**config.mk**
```make
export PLATFORM = sky130hd
export DESIGN_NAME = wb_regfile
export DESIGN_NICKNAME = d
export VERILOG_FILES = /design/src/rtl/wb_regfile.sv
export SDC_FILE = /design/constraint.sdc
export NUM_CORES = 2
export LEC_CHECK = 0
export CAP_MARGIN = 20
export CORE_ASPECT_RATIO = 0.7
export CORE_MARGIN = 4
export CORE_UTILIZATION = 45
export CTS_BUF_LIST = sky130_fd_sc_hd__clkbuf_16
export DETAILED_ROUTE_END_ITERATION = 12
export PLACE_DENSITY = 0.74
export SLEW_MARGIN = 20
export SYNTH_ARGS = -nofsm -noshare
export SYNTH_HDL_FRONTEND = slang
export SYNTH_SLANG_ARGS = --single-unit
```
**constraint.sdc**
```tcl
create_clock -name clk -period 33.6 [get_ports clk]
set_input_delay 6.72 -clock clk [delete_from_list [all_inputs] [get_ports clk]]
set_output_delay 6.72 -clock clk [all_outputs]
set_load 0.02 [all_outputs]
```
**src/rtl/wb_regfile.sv**
```systemverilog
// wb_regfile: writeback stage of the five-stage pipeline plus the 32 x 32-bit
// architectural register file. Selects load or ALU data, aligns and extends
// sub-word loads, commits to the register file, serves two combinational read
// ports with same-cycle write-through bypass and counts retired instructions.
module wb_regfile #(
    parameter int NREGS = 32,
    parameter int CNT_W = 32
) (
    input  logic             clk,
    input  logic             reset,
    input  logic             wb_valid,
    input  logic             wb_reg_write,
    input  logic             wb_is_load,
    input  logic [1:0]       wb_size,
    input  logic             wb_unsigned,
    input  logic [1:0]       wb_addr_lo,
    input  logic [31:0]      mem_data_in,
    input  logic [31:0]      data_in,
    input  logic [4:0]       rgD_index_in,
    input  logic [4:0]       rdA_index,
    input  logic [4:0]       rdB_index,
    output logic [31:0]      rdA_data,
    output logic [31:0]      rdB_data,
    output logic [31:0]      wb_data_out,
    output logic             wb_we_out,
    output logic [CNT_W-1:0] retired_count
);

    // Architectural state. Entry 0 exists only so indexing stays simple;
    // it is never written and reads are forced to zero.
    logic [31:0]      r_regs [0:NREGS-1];
    logic [CNT_W-1:0] r_retired;

    logic [7:0]       w_byte;
    logic [15:0]      w_half;
    logic [31:0]      w_load;
    logic [31:0]      w_wb_data;
    logic             w_we;

    // Bubbles and writes aimed at r0 never reach the register file or bypass.
    assign w_we = wb_valid & wb_reg_write & (rgD_index_in != 5'd0);

    // Load alignment/extension and writeback value selection.
    always_comb begin
        w_byte    = 8'd0;
        w_half    = 16'd0;
        w_load    = 32'd0;
        w_wb_data = 32'd0;

        case (wb_addr_lo)
            2'd0:    w_byte = mem_data_in[7:0];
            2'd1:    w_byte = mem_data_in[15:8];
            2'd2:    w_byte = mem_data_in[23:16];
            2'd3:    w_byte = mem_data_in[31:24];
            default: w_byte = mem_data_in[7:0];
        endcase

        // Bit 0 of the address is dropped: misaligned halves align down.
        if (wb_addr_lo[1]) begin
            w_half = mem_data_in[31:16];
        end else begin
            w_half = mem_data_in[15:0];
        end

        case (wb_size)
            2'b00:   w_load = {{24{w_byte[7] & ~wb_unsigned}}, w_byte};
            2'b01:   w_load = {{16{w_half[15] & ~wb_unsigned}}, w_half};
            default: w_load = mem_data_in;
        endcase

        if (wb_is_load) begin
            w_wb_data = w_load;
        end else begin
            w_wb_data = data_in;
        end
    end

    assign wb_data_out = w_wb_data;
    assign wb_we_out   = w_we;

    // Read port A: r0 is zero, a matching in-flight write bypasses storage.
    always_comb begin
        rdA_data = 32'd0;
        if (rdA_index == 5'd0) begin
            rdA_data = 32'd0;
        end else if (w_we && (rdA_index == rgD_index_in)) begin
            rdA_data = w_wb_data;
        end else if (int'(rdA_index) < NREGS) begin
            rdA_data = r_regs[rdA_index];
        end else begin
            rdA_data = 32'd0;
        end
    end

    // Read port B: same rule as port A.
    always_comb begin
        rdB_data = 32'd0;
        if (rdB_index == 5'd0) begin
            rdB_data = 32'd0;
        end else if (w_we && (rdB_index == rgD_index_in)) begin
            rdB_data = w_wb_data;
        end else if (int'(rdB_index) < NREGS) begin
            rdB_data = r_regs[rdB_index];
        end else begin
            rdB_data = 32'd0;
        end
    end

    // Register file commit; reset clears everything and blocks the edge's write.
    always_ff @(posedge clk or posedge reset) begin
        if (reset) begin
            for (int i = 0; i < NREGS; i++) begin
                r_regs[i] <= 32'd0;
            end
        end else if (w_we && (int'(rgD_index_in) < NREGS)) begin
            r_regs[rgD_index_in] <= w_wb_data;
        end else begin
            r_regs <= r_regs;
        end
    end

    // Retired-instruction counter; every valid slot retires, wraps silently.
    always_ff @(posedge clk or posedge reset) begin
        if (reset) begin
            r_retired <= {CNT_W{1'b0}};
        end else if (wb_valid) begin
            r_retired <= r_retired + {{(CNT_W-1){1'b0}}, 1'b1};
        end else begin
            r_retired <= r_retired;
        end
    end

    assign retired_count = r_retired;

endmodule
```
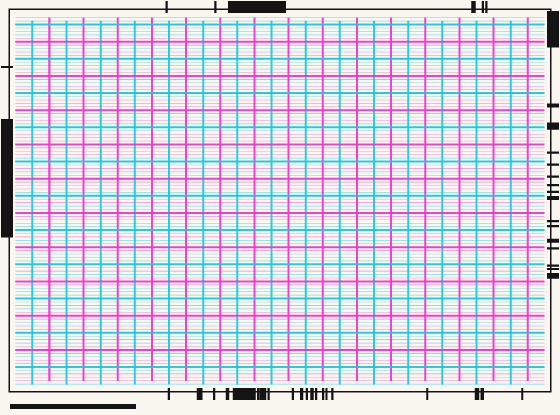
*Power grid*
The bar under the picture is 100 um long. Pins as bars on the die edge.
[VDD] magenta
[VSS] cyan
met1 rails: 108
met5 straps: 21
rows: 107

==> flow_summary.ini <==
; synthesis and place-and-route metrics
[finish]
regMostFlops = r_regs
drive_gt1_share_pct = 14.6
syn2layout_area_growth_pct = 12.0
final_cells = 6947
seq_cells = 1056
fin_util_pct = 51.1
comb_cells = 3678
nNonClkBuffers = 340

[clock_tree]
cts.sinks = 1056
cts.repair.resized = 0
cts_buffers = 105

[synthesis]
ys_ff = 1056
ys_cells = 5344
ys_seq_share_pct = 47.4
ff_type = dfrtp_1
yosys-dominant-comb-family = multiplexers
synth.distinct_cells = 55
area_leaders = dfrtp_1, mux4_2, o21ai_0, nand2_1, mux2i_1
yosys.area_share.xor_xnor_pct = 0.643
synth_dominant_cell_count = nand2_1
synth_area_leader_cell = dfrtp_1
adder_share_pct = 0.0224

[status]
status = completed

[final_timing]
hold_violations = 0
hold_slack_ns = 0.401
rsz0062_at_grt = false
max_slew_margin_pct = 16.6

[grt]
grt_max_degree = 177
busiest_layer = met1
grt_use_met3_pct = 8.11

[placed_design]
detailed_place.area_um2 = 59100

[power]
p_sw_share_pct = 30.1
p_int_uw = 2360
p_leak_uw = 0.0271
switchingPower_uw = 1020

[critical_path]
timing.rr.end = retired_count[31]
critPathTopFamily = buffers and inverters
crit_path_top_delay_cell = a2111oi_1
crit_path_max_incr_delay_ns = 0.95
crit_end = rdB_data[9]
r2r_slack_ns = 31.35
crit_chain = buf_8 -> buf_4 -> buf_4 -> mux4_2 -> nor2_1 -> o21ai_0 -> a2111oi_1 -> a211oi_1 -> clkdlybuf4s50_1
cp.arrival_ns = 11.69

[drt]
wl_per_cell_um = 26.9
wl_met3_um = 23400

[floorplan]
core_area_um2 = 122000
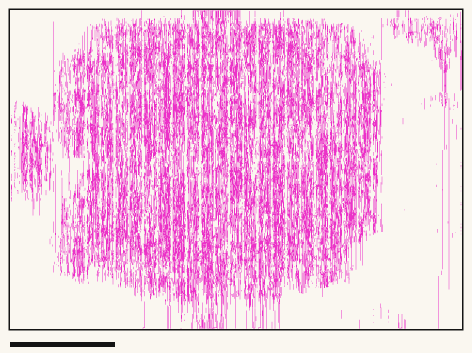
*M2 wires*
The bar under the picture is 100 um long.
longest straight run: 181 um
main direction: vertical
wire length on this layer: 78.4 mm
vias: 44800
met2 Usage GRT: 40.4%
final wirelength: 187000 um

